File: src/rtl/imem_pkg.sv
// Shared definitions for the instruction-memory boot loader, the memory
// itself and the fetch-path testbenches.
//   MEM_BYTES / ADDR_W : instruction memory capacity and byte-address width
//   LEN_BYTES / CSUM_BYTES : framing overhead around the payload
//   ldr_state_t : loader FSM state encoding
package imem_pkg;

    localparam int unsigned MEM_BYTES  = 512;
    localparam int unsigned ADDR_W     = 9;
    localparam int unsigned CNT_W      = 16;
    localparam int unsigned LEN_BYTES  = 2;
    localparam int unsigned CSUM_BYTES = 1;

    typedef enum logic [2:0] {
        ST_IDLE  = 3'd0,
        ST_LEN0  = 3'd1,
        ST_LEN1  = 3'd2,
        ST_DATA  = 3'd3,
        ST_CSUM  = 3'd4,
        ST_DONE  = 3'd5,
        ST_ERROR = 3'd6
    } ldr_state_t;

    // Total bytes on the wire for a frame carrying n payload bytes.
    function automatic int unsigned frame_bytes(input int unsigned n);
        return n + LEN_BYTES + CSUM_BYTES;
    endfunction

endpackage

File: src/rtl/imem_loader_ctr.sv
// Down-counter used by the loader to track remaining payload bytes.
//   clk, rst   : clock, asynchronous active-high reset
//   load       : load load_val (has priority over dec)
//   load_val   : value to load
//   dec        : decrement by one
//   zero_c     : counter currently holds zero (decode of the register)
module imem_loader_ctr #(
    parameter int unsigned W = 16
) (
    input  logic         clk,
    input  logic         rst,
    input  logic         load,
    input  logic [W-1:0] load_val,
    input  logic         dec,
    output logic         zero_c
);

    logic [W-1:0] cnt;

    always_ff @(posedge clk or posedge rst) begin
        if (rst) begin
            cnt <= '0;
        end else if (load) begin
            cnt <= load_val;
        end else if (dec) begin
            cnt <= cnt - W'(1);
        end
    end

    assign zero_c = (cnt == '0);

endmodule

File: src/rtl/imem_loader.sv
// Boot-time writer for the byte-addressed instruction memory. Parses a
// LEN_HI, LEN_LO, payload, CSUM frame from a valid/ready byte stream, writes
// the payload from address 0 and releases the CPU only after the XOR
// checksum matches.
//   clk, rst             : clock, asynchronous active-high reset
//   start                : begin a load (ignored while busy)
//   in_valid/in_data     : stream byte, accepted when in_ready is high
//   in_ready             : loader expects a frame byte
//   mem_we/addr/wdata    : registered byte write port to instruction memory
//   busy, done, err      : load in progress / last load ok / last load failed
//   cpu_hold             : keeps the CPU in reset until a good image is loaded
module imem_loader #(
    parameter int unsigned ADDR_W    = imem_pkg::ADDR_W,
    parameter int unsigned MEM_BYTES = imem_pkg::MEM_BYTES
) (
    input  logic              clk,
    input  logic              rst,
    input  logic              start,
    input  logic              in_valid,
    input  logic [7:0]        in_data,
    output logic              in_ready,
    output logic              mem_we,
    output logic [ADDR_W-1:0] mem_addr,
    output logic [7:0]        mem_wdata,
    output logic              busy,
    output logic              done,
    output logic              err,
    output logic              cpu_hold
);

    import imem_pkg::*;

    ldr_state_t        state_q, state_d;
    logic [7:0]        len_hi_q, len_hi_d;
    logic [ADDR_W-1:0] addr_q, addr_d;
    logic [7:0]        csum_q, csum_d;
    logic              mem_we_d;
    logic [ADDR_W-1:0] mem_addr_d;
    logic [7:0]        mem_wdata_d;
    logic              ctr_load, ctr_dec, ctr_zero;
    logic [CNT_W-1:0]  ctr_val;
    logic [CNT_W-1:0]  len_w;
    logic              accept;

    assign in_ready = (state_q == ST_LEN0) || (state_q == ST_LEN1) ||
                      (state_q == ST_DATA) || (state_q == ST_CSUM);
    assign accept   = in_valid && in_ready;
    assign len_w    = {len_hi_q, in_data};
    assign cpu_hold = ~done;

    // Counter holds the payload bytes still to come after the current one,
    // so the zero flag marks the last payload byte.
    imem_loader_ctr #(.W(CNT_W)) u_ctr (
        .clk      (clk),
        .rst      (rst),
        .load     (ctr_load),
        .load_val (ctr_val),
        .dec      (ctr_dec),
        .zero_c   (ctr_zero)
    );

    // Next-state, datapath and write-port decode.
    always_comb begin
        state_d     = state_q;
        len_hi_d    = len_hi_q;
        addr_d      = addr_q;
        csum_d      = csum_q;
        mem_we_d    = 1'b0;
        mem_addr_d  = mem_addr;
        mem_wdata_d = mem_wdata;
        ctr_load    = 1'b0;
        ctr_val     = '0;
        ctr_dec     = 1'b0;
        case (state_q)
            ST_IDLE, ST_DONE, ST_ERROR: begin
                if (start) begin
                    state_d = ST_LEN0;
                    addr_d  = '0;
                    csum_d  = '0;
                end
            end
            ST_LEN0: begin
                if (accept) begin
                    len_hi_d = in_data;
                    state_d  = ST_LEN1;
                end
            end
            ST_LEN1: begin
                if (accept) begin
                    if (len_w > CNT_W'(MEM_BYTES)) begin
                        state_d = ST_ERROR;
                    end else if (len_w == '0) begin
                        state_d = ST_CSUM;
                    end else begin
                        ctr_load = 1'b1;
                        ctr_val  = len_w - CNT_W'(1);
                        state_d  = ST_DATA;
                    end
                end
            end
            ST_DATA: begin
                if (accept) begin
                    mem_we_d    = 1'b1;
                    mem_addr_d  = addr_q;
                    mem_wdata_d = in_data;
                    csum_d      = csum_q ^ in_data;
                    // Address stops on the last byte so it never wraps.
                    if (ctr_zero) begin
                        state_d = ST_CSUM;
                    end else begin
                        ctr_dec = 1'b1;
                        addr_d  = addr_q + ADDR_W'(1);
                    end
                end
            end
            ST_CSUM: begin
                if (accept) begin
                    state_d = (in_data == csum_q) ? ST_DONE : ST_ERROR;
                end
            end
            default: state_d = ST_IDLE;
        endcase
    end

    // State, datapath and registered outputs.
    always_ff @(posedge clk or posedge rst) begin
        if (rst) begin
            state_q   <= ST_IDLE;
            len_hi_q  <= '0;
            addr_q    <= '0;
            csum_q    <= '0;
            mem_we    <= 1'b0;
            mem_addr  <= '0;
            mem_wdata <= '0;
            busy      <= 1'b0;
            done      <= 1'b0;
            err       <= 1'b0;
        end else begin
            state_q   <= state_d;
            len_hi_q  <= len_hi_d;
            addr_q    <= addr_d;
            csum_q    <= csum_d;
            mem_we    <= mem_we_d;
            mem_addr  <= mem_addr_d;
            mem_wdata <= mem_wdata_d;
            busy      <= (state_d == ST_LEN0) || (state_d == ST_LEN1) ||
                         (state_d == ST_DATA) || (state_d == ST_CSUM);
            done      <= (state_d == ST_DONE);
            err       <= (state_d == ST_ERROR);
        end
    end

endmodule

File: config.mk
export PLATFORM = sky130hd
export DESIGN_NAME = imem_loader
export DESIGN_NICKNAME = d
export VERILOG_FILES = /design/src/rtl/imem_pkg.sv /design/src/rtl/imem_loader_ctr.sv /design/src/rtl/imem_loader.sv
export SDC_FILE = /design/constraint.sdc
export NUM_CORES = 1
export LEC_CHECK = 0
export CORE_UTILIZATION = 62
export DETAILED_ROUTE_END_ITERATION = 8
export MAX_ROUTING_LAYER = met4
export PLACE_DENSITY = 0.94
export SLEW_MARGIN = 20
export SYNTH_ARGS = -nofsm -noshare
export SYNTH_HDL_FRONTEND = slang
export SYNTH_HIERARCHICAL = 1
export SYNTH_SLANG_ARGS = --single-unit
File: constraint.sdc
create_clock -name clk -period 6.65 [get_ports clk]
set_input_delay 1.33 -clock clk [delete_from_list [all_inputs] [get_ports clk]]
set_output_delay 1.33 -clock clk [all_outputs]
set_load 0.005 [all_outputs]
### Placement view, run 1

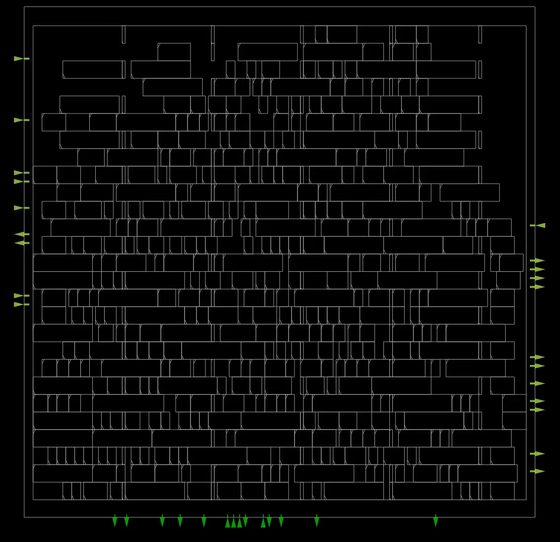
Core Util, Final: 0.757
Filler cells: 390
Final Non-Filler Cells: 516
flip-flops: 65

### M3 wires, run 1

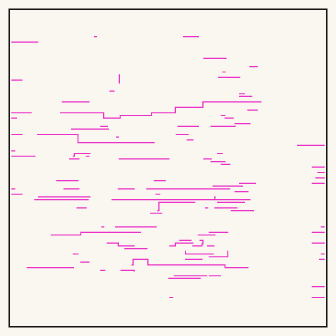
The layer holds 6.2% of the routed length. The longest straight run is 34.5 um. The wires run mostly horizontal.
DRT Wirelength: 8840 um
DR vias: 3143
GRT met3 Usage: 0.0839

==> results.sh, run 1 <==
# flow metrics
export IMPL_final_cell_mix="nand2_1, dfrtp_1, nor2_1"
export IMPL_clockBufferDepth=2
export IMPL_grt_pass1_wl_um=14800
export IMPL_top_register="u_ctr/cnt"
export IMPL_cpPeakStageDelay_ps=650
export IMPL_pg_clk_w=0.000387
export IMPL_end_kind="flip-flop"
export IMPL_ys_area_um2=3690
export IMPL_fp_util=0.657
export IMPL_cts_max_level=3
export IMPL_nNetsFinal=455
export IMPL_ir_drop_v=0.000289
export IMPL_met2_length_um=4290
export IMPL_crit_end="u_ctr/cnt[13]"
export IMPL_die_area_um2=6260
export IMPL_antenna_found_initial=0
export IMPL_ys_flop_type="dfrtp_1"
export IMPL_top_layer_used="met4"
export IMPL_fa_ha_area_frac=0.0136
export IMPL_p_leak_nw=1.79
export IMPL_cts_buffers=9
export IMPL_setup_viol=0
export IMPL_ys_sh_mux=0.0302
export IMPL_path_cells="clkdlybuf4s50_1 -> nand2_1 -> nor2_1 -> or4b_1 -> nor4_2 -> xor2_1 -> mux2_2"
export IMPL_ant_nets=0
export IMPL_edf_count=0
export IMPL_syn_area_per_cell_um2=8.97
export IMPL_postCtsHoldBufs=0
export IMPL_cts_tree="yes"
export IMPL_ys_sh_aoi=0.110
export IMPL_combPwrFrac=0.364
export IMPL_worst_path_max_fanout=30
export IMPL_diodes=0
export IMPL_finalCritPeriodShare=0.635
export IMPL_worst_slew_pin_slew_ps=971
export IMPL_outcome="finished clean"
export IMPL_syn_num_nets=427
export IMPL_ys_cells=411
export IMPL_worstHoldStart="mem_addr[5]"
export IMPL_wl_met1_um=3690
export IMPL_min_to="mem_addr[5]"
export IMPL_yosys_area_share_simple=0.285
export IMPL_use_met2=0.497
export IMPL_clkTransAtPathRegs_ps=70
export IMPL_drc_errors=0
export IMPL_synth_top_cell_area_share=0.441
export IMPL_powerSeq_w=0.000681
export IMPL_top_regs="u_ctr/cnt: 16 flops, addr_q: 9 flops, mem_addr: 9 flops"
export IMPL_grt_busiest_layer="met2"
export IMPL_hold_violations=0
export IMPL_hold_class="flip-flop to flip-flop"
export IMPL_drt_iter0_drc=234
export IMPL_logic_family="simple AND/OR/NAND/NOR gates"
export IMPL_synthXorXnorAreaFrac=0.0737
export IMPL_drv_slew=0
export IMPL_swShare=0.383
export IMPL_fp_coreArea_um2=5610
export IMPL_max_cap_viol_count=0
export IMPL_fin_setup_tns_ps=0
export IMPL_top_area_cell="dfrtp_1"
export IMPL_grt_overflow=0
export IMPL_p_seq_frac=0.405
export IMPL_yosysMostFrequentCell="nand2_1"
export IMPL_cp_slowest_cell="nor2_1"
export IMPL_cts_sinks=65
export IMPL_first_global_vias=3086
export IMPL_worstReg2RegEnd="u_ctr/cnt[13]"
export IMPL_cts_root_buf="clkbuf_8"
export IMPL_required_ps=6900
### Pin placement, run 1

Pins as bars across the die edge, other pins in grey.
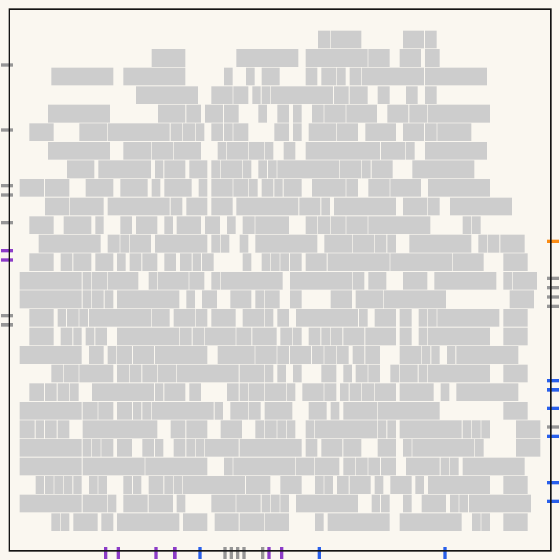
Key: mem_addr = blue [pins 9, direction output, edge 6 east, 3 south]; rst = orange [pins 1, direction input, edge east]; mem_wdata = purple [pins 8, direction output, edge 6 south, 2 west]
All pins by edge: 14 south, 12 east, 9 west.
DIE HEIGHT: 79.1 um
port bufs: 34
die width: 79.1 um

run 1: worst max-delay path, delay by kind of cell:
family / cells / cell delay (ps)
multiplexers: 1 / 270
XOR/XNOR: 1 / 100
AND/OR/NAND/NOR: 4 / 2200
buffers and inverters: 1 / 550
run 1: area by class of cell:
cell class | instances | area [um^2] | share of cell area
clock inverter | 6 | 91.3 | 0.0215
sequential | 65 | 1630 | 0.383
multi-input combinational | 310 | 1890 | 0.445
timing repair buffer | 34 | 340 | 0.0801
clock buffer | 10 | 138 | 0.0324
tap | 72 | 90.1 | 0.0212
inverter | 19 | 72.6 | 0.0171
run 1: per-stage QoR:
step	hold slack, ps	worst slack, ps	total power (W)
detailed placement	463	2100	0.00128
CTS	480	2480	0.00167
finish	476	2430	0.00168
global route	504	2220	0.00177
global placement	457	2260	0.00123
floorplan	459	3480	0.00108
==> run 1 -> run 2 <==
--- a/config.mk
+++ b/config.mk
@@ -5,10 +5,10 @@
 export SDC_FILE = /design/constraint.sdc
 export NUM_CORES = 1
 export LEC_CHECK = 0
-export CORE_UTILIZATION = 62
+export CORE_UTILIZATION = 57
 export DETAILED_ROUTE_END_ITERATION = 8
 export MAX_ROUTING_LAYER = met4
-export PLACE_DENSITY = 0.94
+export PLACE_DENSITY = 0.88
 export SLEW_MARGIN = 20
 export SYNTH_ARGS = -nofsm -noshare
 export SYNTH_HDL_FRONTEND = slang
==> constraint.sdc (replaced) <==
create_clock -name clk -period 3.9 [get_ports clk]
set_input_delay 0.78 -clock clk [delete_from_list [all_inputs] [get_ports clk]]
set_output_delay 0.78 -clock clk [all_outputs]
set_load 0.005 [all_outputs]
### Clock distribution, run 2

The bar under the picture is 20 um long.
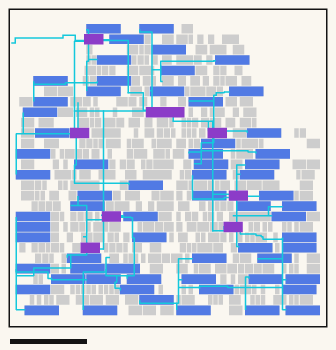
Key: cells driving clock nets = purple [count 9]; flip-flops = blue [count 65]; clock wires = cyan [length 778 um]
There are 10 routed clock nets. Position of the flops: widely spread.

### Placement view, run 2

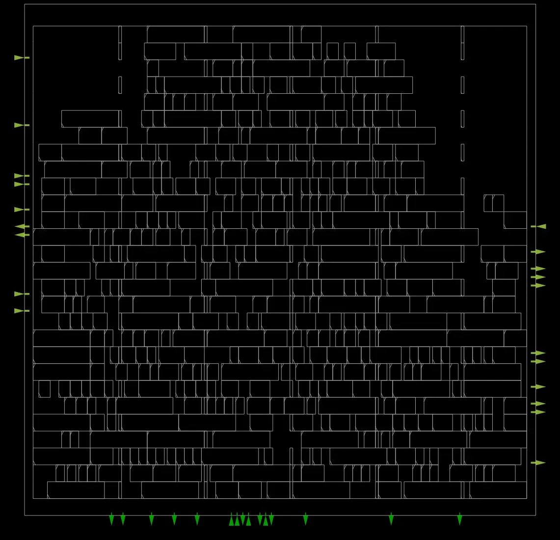
Filler cells: 460
CORE AREA: 6060 um^2
cell row count: 28
Final Non-Filler Cells: 523
Seq area share: 0.382

==> run 2 against run 1 <==
Combinational power increased by 66%. Non-clock buffer count increased by 4. Cell count increased by 1.4%. First-iteration DRC count increased by 24%. Worst hold slack got worse by 0.93 ps. Global-route usage decreased by 4.7 points. Synthesized cell count unchanged. Core utilization decreased by 5.6 points. Worst setup slack got worse by 1700 ps. Die area increased by 8.5%. Count of clock-buffer cells in the layout decreased by 1. Largest power group unchanged.
==> results.sh, run 2 <==
# flow metrics
export IMPL_required_ps=4080
export IMPL_die_x_um=82.4
export IMPL_worst_path_max_fanout=11
export IMPL_path_buffers=1
export IMPL_regArea_um2=1630
export IMPL_cts_root_buf="clkbuf_8"
export IMPL_dp_slack_ps=685
export IMPL_cp_top_family="simple AND/OR/NAND/NOR gates"
export IMPL_worst_slew_pin_slew_ps=828
export IMPL_setup_viol=0
export IMPL_synthXorXnorAreaFrac=0.0737
export IMPL_cts_buffers=9
export IMPL_pg_clk_w=0.000582
export IMPL_use_met2=0.449
export IMPL_met2_length_um=3920
export IMPL_vias=3044
export IMPL_ys_area_um2=3690
export IMPL_port_buffers=34
export IMPL_outcome="finished clean"
export IMPL_use_met3=0.0549
export IMPL_max_cap_viol_count=0
export IMPL_edf_count=0
export IMPL_wl_met1_um=3570
export IMPL_die_h_um=82.4
export IMPL_grt_pass1_wl_um=13600
export IMPL_fp_util=0.608
export IMPL_p_leak_nw=1.81
export IMPL_fa_ha_area_frac=0.0136
export IMPL_powerSeq_w=0.00116
export IMPL_worstHoldStart="mem_addr[4]"
export IMPL_fin_setup_tns_ps=0
export IMPL_grt_overflow=0
export IMPL_drc_errors=0
export IMPL_cp_slowest_cell="or4_4"
export IMPL_min_to="mem_addr[4]"
export IMPL_clkTransAtPathRegs_ps=90
export IMPL_worstReg2RegEnd="err"
export IMPL_nNetsFinal=459
export IMPL_path_depth=8
export IMPL_antenna_found_initial=0
export IMPL_post_route_util=0.702
export IMPL_cts_sinks=65
export IMPL_top_register="u_ctr/cnt"
export IMPL_yosys_area_share_simple=0.285
export IMPL_cts_max_level=3
export IMPL_fin_ws_ps=755
export IMPL_ys_cells=411
export IMPL_crit_end="err"
export IMPL_logic_area_um2=1890
[run 2: cell count changes in the layout (fill, tap and decap cells not counted)]
cell	before	now
buf_4	0	4
bufinv_16	2	1
clkinvlp_4	3	1
inv_6	0	2
clkbuf_8	10	9
clkinv_4	1	2
clkinv_2	1	2
[run 2: layout make-up]
cell class / count / area share
Clock buffer: 9 / 0.0291
Clock inverter: 7 / 0.0182
Inverter: 19 / 0.0171
Multi-Input combinational cell: 310 / 0.444
Sequential cell: 65 / 0.382
Tap cell: 75 / 0.0221
Timing Repair Buffer: 38 / 0.0871
[run 2: per-stage QoR]
step	total power (W)	hold WS [ps]
after floorplan	0.00184	459
after global placement	0.00211	456
after detailed placement	0.00216	462
after CTS	0.00276	482
after global routing	0.00294	504
final	0.00276	476
Power figures rest on the tool's default switching activity, not on a simulated workload.
